**src/rtl/calc_pkg.sv**
```systemverilog
// Shared opcode, state and flag definitions for the accumulator calculator.
package calc_pkg;

  typedef enum logic [2:0] {
    OP_ADD = 3'b000,
    OP_SUB = 3'b001,
    OP_OR  = 3'b010,
    OP_EQ  = 3'b011,
    OP_AND = 3'b100,
    OP_XOR = 3'b101,
    OP_MUL = 3'b110,
    OP_RSV = 3'b111
  } op_e;

  typedef enum logic [1:0] {
    IDLE = 2'd0,
    BUSY = 2'd1,
    DONE = 2'd2
  } state_e;

  localparam int FLAG_ZERO  = 0;
  localparam int FLAG_CARRY = 1;
  localparam int FLAG_OVF   = 2;
  localparam int FLAG_ERR   = 3;

endpackage

```
**src/rtl/calc_shift_mul.sv**
```systemverilog
// Shift-add multiplier, one multiplier bit per clock.
// Bit 0 is folded into the start cycle so the product is ready WIDTH-1 clocks later.
module calc_shift_mul #(
  parameter int WIDTH = 8
) (
  input  logic               clk,
  input  logic               rst_n,
  input  logic               start,
  input  logic [WIDTH-1:0]   a,
  input  logic [WIDTH-1:0]   b,
  output logic               done,
  output logic [2*WIDTH-1:0] product
);

  localparam int CW = $clog2(WIDTH + 1);

  logic [2*WIDTH-1:0] mcand;
  logic [WIDTH-1:0]   mplier;
  logic [CW-1:0]      cnt;
  logic               run;

  always_ff @(posedge clk or negedge rst_n) begin
    if (!rst_n) begin
      mcand   <= '0;
      mplier  <= '0;
      product <= '0;
      cnt     <= '0;
      run     <= 1'b0;
    end else if (start) begin
      mcand   <= {{WIDTH{1'b0}}, a} << 1;
      mplier  <= b >> 1;
      product <= b[0] ? {{WIDTH{1'b0}}, a} : '0;
      cnt     <= CW'(WIDTH - 1);
      run     <= 1'b1;
    end else if (run) begin
      if (cnt != '0) begin
        if (mplier[0]) product <= product + mcand;
        mcand  <= mcand << 1;
        mplier <= mplier >> 1;
        cnt    <= cnt - 1'b1;
      end else begin
        run <= 1'b0;
      end
    end
  end

  assign done = run && (cnt == '0);

endmodule

```
**src/rtl/accum_calculator.sv**
```systemverilog
// Accumulating ALU with valid/ready handshake on both sides.
// Define CALC_MUL_EN to build the shift-add multiplier (op 110).
module accum_calculator
  import calc_pkg::*;
#(
  parameter int WIDTH = 8
) (
  input  logic             clk,
  input  logic             rst_n,
  input  logic             in_valid,
  output logic             in_ready,
  input  logic [2:0]       op,
  input  logic [WIDTH-1:0] a,
  input  logic [WIDTH-1:0] b,
  input  logic             use_acc,
  input  logic             acc_clr,
  output logic             out_valid,
  input  logic             out_ready,
  output logic [WIDTH-1:0] result,
  output logic [3:0]       flags
);

  state_e             state;
  logic [WIDTH-1:0]   acc;
  logic [WIDTH-1:0]   opa;
  logic [WIDTH:0]     sum;
  logic [WIDTH:0]     dif;
  logic [WIDTH-1:0]   alu_res;
  logic [3:0]         alu_flg;
  logic [3:0]         mul_flg;
  logic               is_mul;
  logic               accept;
  logic               mul_done;
  logic [2*WIDTH-1:0] mul_prod;
  op_e                opc;

  assign opc       = op_e'(op);
  assign opa       = use_acc ? acc : a;
  assign in_ready  = (state == IDLE);
  assign out_valid = (state == DONE);
  assign accept    = in_valid && in_ready;

`ifdef CALC_MUL_EN
  assign is_mul = (opc == OP_MUL);

  calc_shift_mul #(.WIDTH(WIDTH)) u_mul (
    .clk     (clk),
    .rst_n   (rst_n),
    .start   (accept && is_mul),
    .a       (opa),
    .b       (b),
    .done    (mul_done),
    .product (mul_prod)
  );
`else
  assign is_mul   = 1'b0;
  assign mul_done = 1'b0;
  assign mul_prod = '0;
`endif

  always_comb begin
    sum     = {1'b0, opa} + {1'b0, b};
    dif     = {1'b0, opa} - {1'b0, b};
    alu_res = '0;
    alu_flg = '0;
    unique case (opc)
      OP_ADD: begin
        alu_res            = sum[WIDTH-1:0];
        alu_flg[FLAG_CARRY] = sum[WIDTH];
        alu_flg[FLAG_OVF]  = (opa[WIDTH-1] == b[WIDTH-1]) &&
                             (sum[WIDTH-1] != opa[WIDTH-1]);
      end
      OP_SUB: begin
        alu_res            = dif[WIDTH-1:0];
        alu_flg[FLAG_CARRY] = dif[WIDTH];
        alu_flg[FLAG_OVF]  = (opa[WIDTH-1] != b[WIDTH-1]) &&
                             (dif[WIDTH-1] != opa[WIDTH-1]);
      end
      OP_OR:  alu_res = opa | b;
      OP_EQ:  alu_res = WIDTH'(opa != b);
      OP_AND: alu_res = opa & b;
      OP_XOR: alu_res = opa ^ b;
      // MUL lands here only when the multiplier is not built
      default: alu_flg[FLAG_ERR] = 1'b1;
    endcase
    alu_flg[FLAG_ZERO] = (alu_res == '0);
  end

  always_comb begin
    mul_flg            = '0;
    mul_flg[FLAG_OVF]  = (mul_prod[2*WIDTH-1:WIDTH] != '0);
    mul_flg[FLAG_ZERO] = (mul_prod[WIDTH-1:0] == '0);
  end

  always_ff @(posedge clk or negedge rst_n) begin
    if (!rst_n) begin
      state  <= IDLE;
      acc    <= '0;
      result <= '0;
      flags  <= '0;
    end else begin
      unique case (state)
        IDLE: begin
          if (acc_clr) acc <= '0;
          if (in_valid) begin
            if (is_mul) begin
              state <= BUSY;
            end else begin
              state  <= DONE;
              result <= alu_res;
              flags  <= alu_flg;
              if (!alu_flg[FLAG_ERR]) acc <= alu_res;
            end
          end
        end
        BUSY: begin
          if (mul_done) begin
            state  <= DONE;
            result <= mul_prod[WIDTH-1:0];
            flags  <= mul_flg;
            acc    <= mul_prod[WIDTH-1:0];
          end
        end
        DONE: if (out_ready) state <= IDLE;
        default: state <= IDLE;
      endcase
    end
  end

endmodule

```
**config.mk**
```make
export PLATFORM = sky130hd
export DESIGN_NAME = accum_calculator
export DESIGN_NICKNAME = d
export VERILOG_FILES = /design/src/rtl/calc_pkg.sv /design/src/rtl/calc_shift_mul.sv /design/src/rtl/accum_calculator.sv
export SDC_FILE = /design/constraint.sdc
export NUM_CORES = 1
export LEC_CHECK = 0
export ABC_AREA = 1
export CORE_MARGIN = 10
export CORE_UTILIZATION = 50
export DETAILED_ROUTE_END_ITERATION = 16
export PLACE_DENSITY = 0.76
export SYNTH_ARGS = -nofsm -noshare
export SYNTH_HDL_FRONTEND = slang
export SYNTH_SLANG_ARGS = --single-unit
```
**constraint.sdc**
```tcl
create_clock -name clk -period 3.05 [get_ports clk]
set_clock_uncertainty 0.15 [all_clocks]
set_input_delay 0.61 -clock clk [delete_from_list [all_inputs] [get_ports clk]]
set_output_delay 0.61 -clock clk [all_outputs]
set_load 0.01 [all_outputs]
```
==> run summary <==
flow finished, numbers: status=finished, final reports clean, PwrDens=~430 mW/mm^2, Worst Slack Setup Final=between 0.15 and 0.2 ns, drt drc=0, Mux area share=0%, CTS clk-pin slew, worst paths=approximately 0.08 ns, DR pass1 iterations=4, pin count of the biggest net entering global routing=22, post-synth top area cell=dfrtp_1, delay-heaviest family, CP=simple AND/OR/NAND/NOR gates, critical path cell sequence=clkdlybuf4s50_1 > o21ai_0 > ha_1 > inv_1 > fa_1 > nand2_1 > nand3_1 > nand3_1 > nand2_1 > nor2_1 > nand3_1 > o21ai_0 > o21ai_0, Critical Path Stages=13, Net Count, Synth=393, Leakage Power=about 1.6 nW, xor/xnor share=0.400%, largest registers=acc: 8 flops, result: 8 flops, flags: 4 flops, top comb family, area=simple AND/OR/NAND/NOR gates, Critical Path End=acc[4]$_DFFE_PN0N_, Setup crit end kind=register, Post-synth EDFFs=0, Hold Crit Class=reg2reg, slowest stage delay, CP=between 0.4 and 0.5 ns, vias in the first global route=2376, P_sw=around 0.5 mW, post_cts resized=0, Final min period=just under 3 ns, R2R setup slack=approximately 0.6 ns, YS chip area=0.00219 mm^2, simple share=36.6%, crit path DAT=2.90 ns, Sw Share=between 40% and 50%, Adder Share, Synth=16.1%, synth cell count leaders=nand2_1, inv_1, nand3_1, Top Ports=39, total die size=between 0.007 and 0.008 mm^2, beginning of the worst hold path=result[1]$_DFFE_PN0P_, DRT met1 WL=between 3000 and 4000 um
==> final cells by class <==
cell class | instances | area [um^2]
clock buffer | 3 | 41.3
clock inverter | 1 | 5.00
fill | 383 | 1310
inverter | 58 | 218
multi-input combinational | 258 | 1440
sequential | 21 | 526
tap | 52 | 65.1
timing repair buffer | 80 | 698
==> power groups by stage <==
stage / sequential [mW] / clock [mW] / combinational [mW]
2_1_floorplan: 0.386 / 0 / 0.355
3_3_place_gp: 0.370 / 0 / 0.696
3_5_place_dp: 0.372 / 0 / 0.709
4_1_cts: 0.367 / 0.188 / 0.713
5_1_grt: 0.372 / 0.199 / 0.801
6_report: 0.367 / 0.189 / 0.721
==> tightest hold or removal path: cells and delay by family, from the launching register on <==
family / cells / cell delay, ns
simple gates: 2 / 0.10
flops: 1 / 0.35
==> images/registers.png <==
Other sequential cells in the stronger gray, the rest of the logic in the fainter gray.
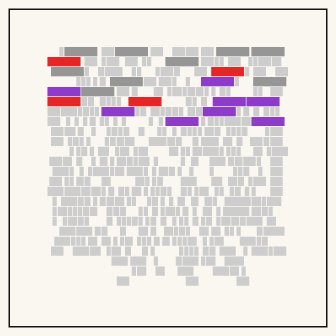
color	netlist name	placed flops
red	flags	4
purple	acc	8
not colored	9

==> images/clock_map.png <==
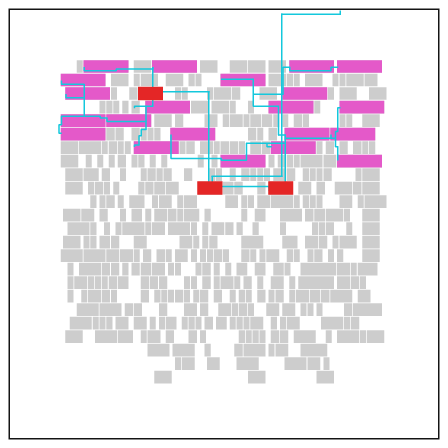
[red] cells driving clock nets | count: 3
[cyan] clock wires | length: 305 um
[magenta] flip-flops | count: 21
routed clock nets	4
Worst-Skew Late Latency: 0.27 ns
clock group total power: 0.189 mW

==> images/final_congestion.png <==
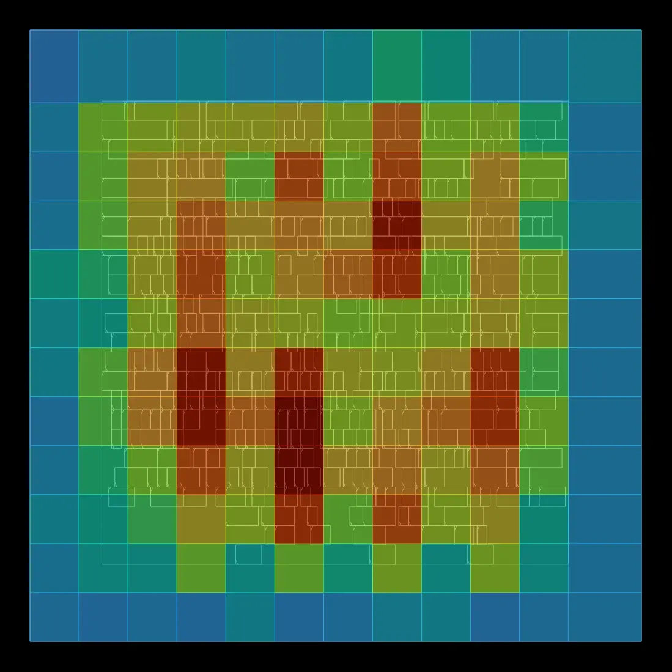
Total GRT Usage: 17.5%
drt wl/cell: 14.1 um

==> images/pdn.png <==
Pins as bars on the die edge. Tap cells in gray.
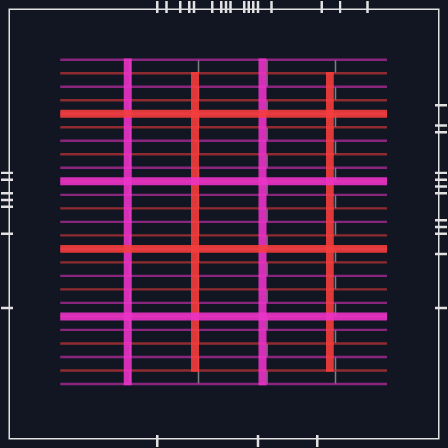
color	net
magenta	VSS
red	VDD
rows	24
signal pins	39
met1 rails	25
met4 straps	4
Max IR drop VDD: 0.339 mV
die height: 86.2 um
Horiz. Die Dim: 86.2 um

Power figures rest on the tool's default switching activity, not on a simulated workload.
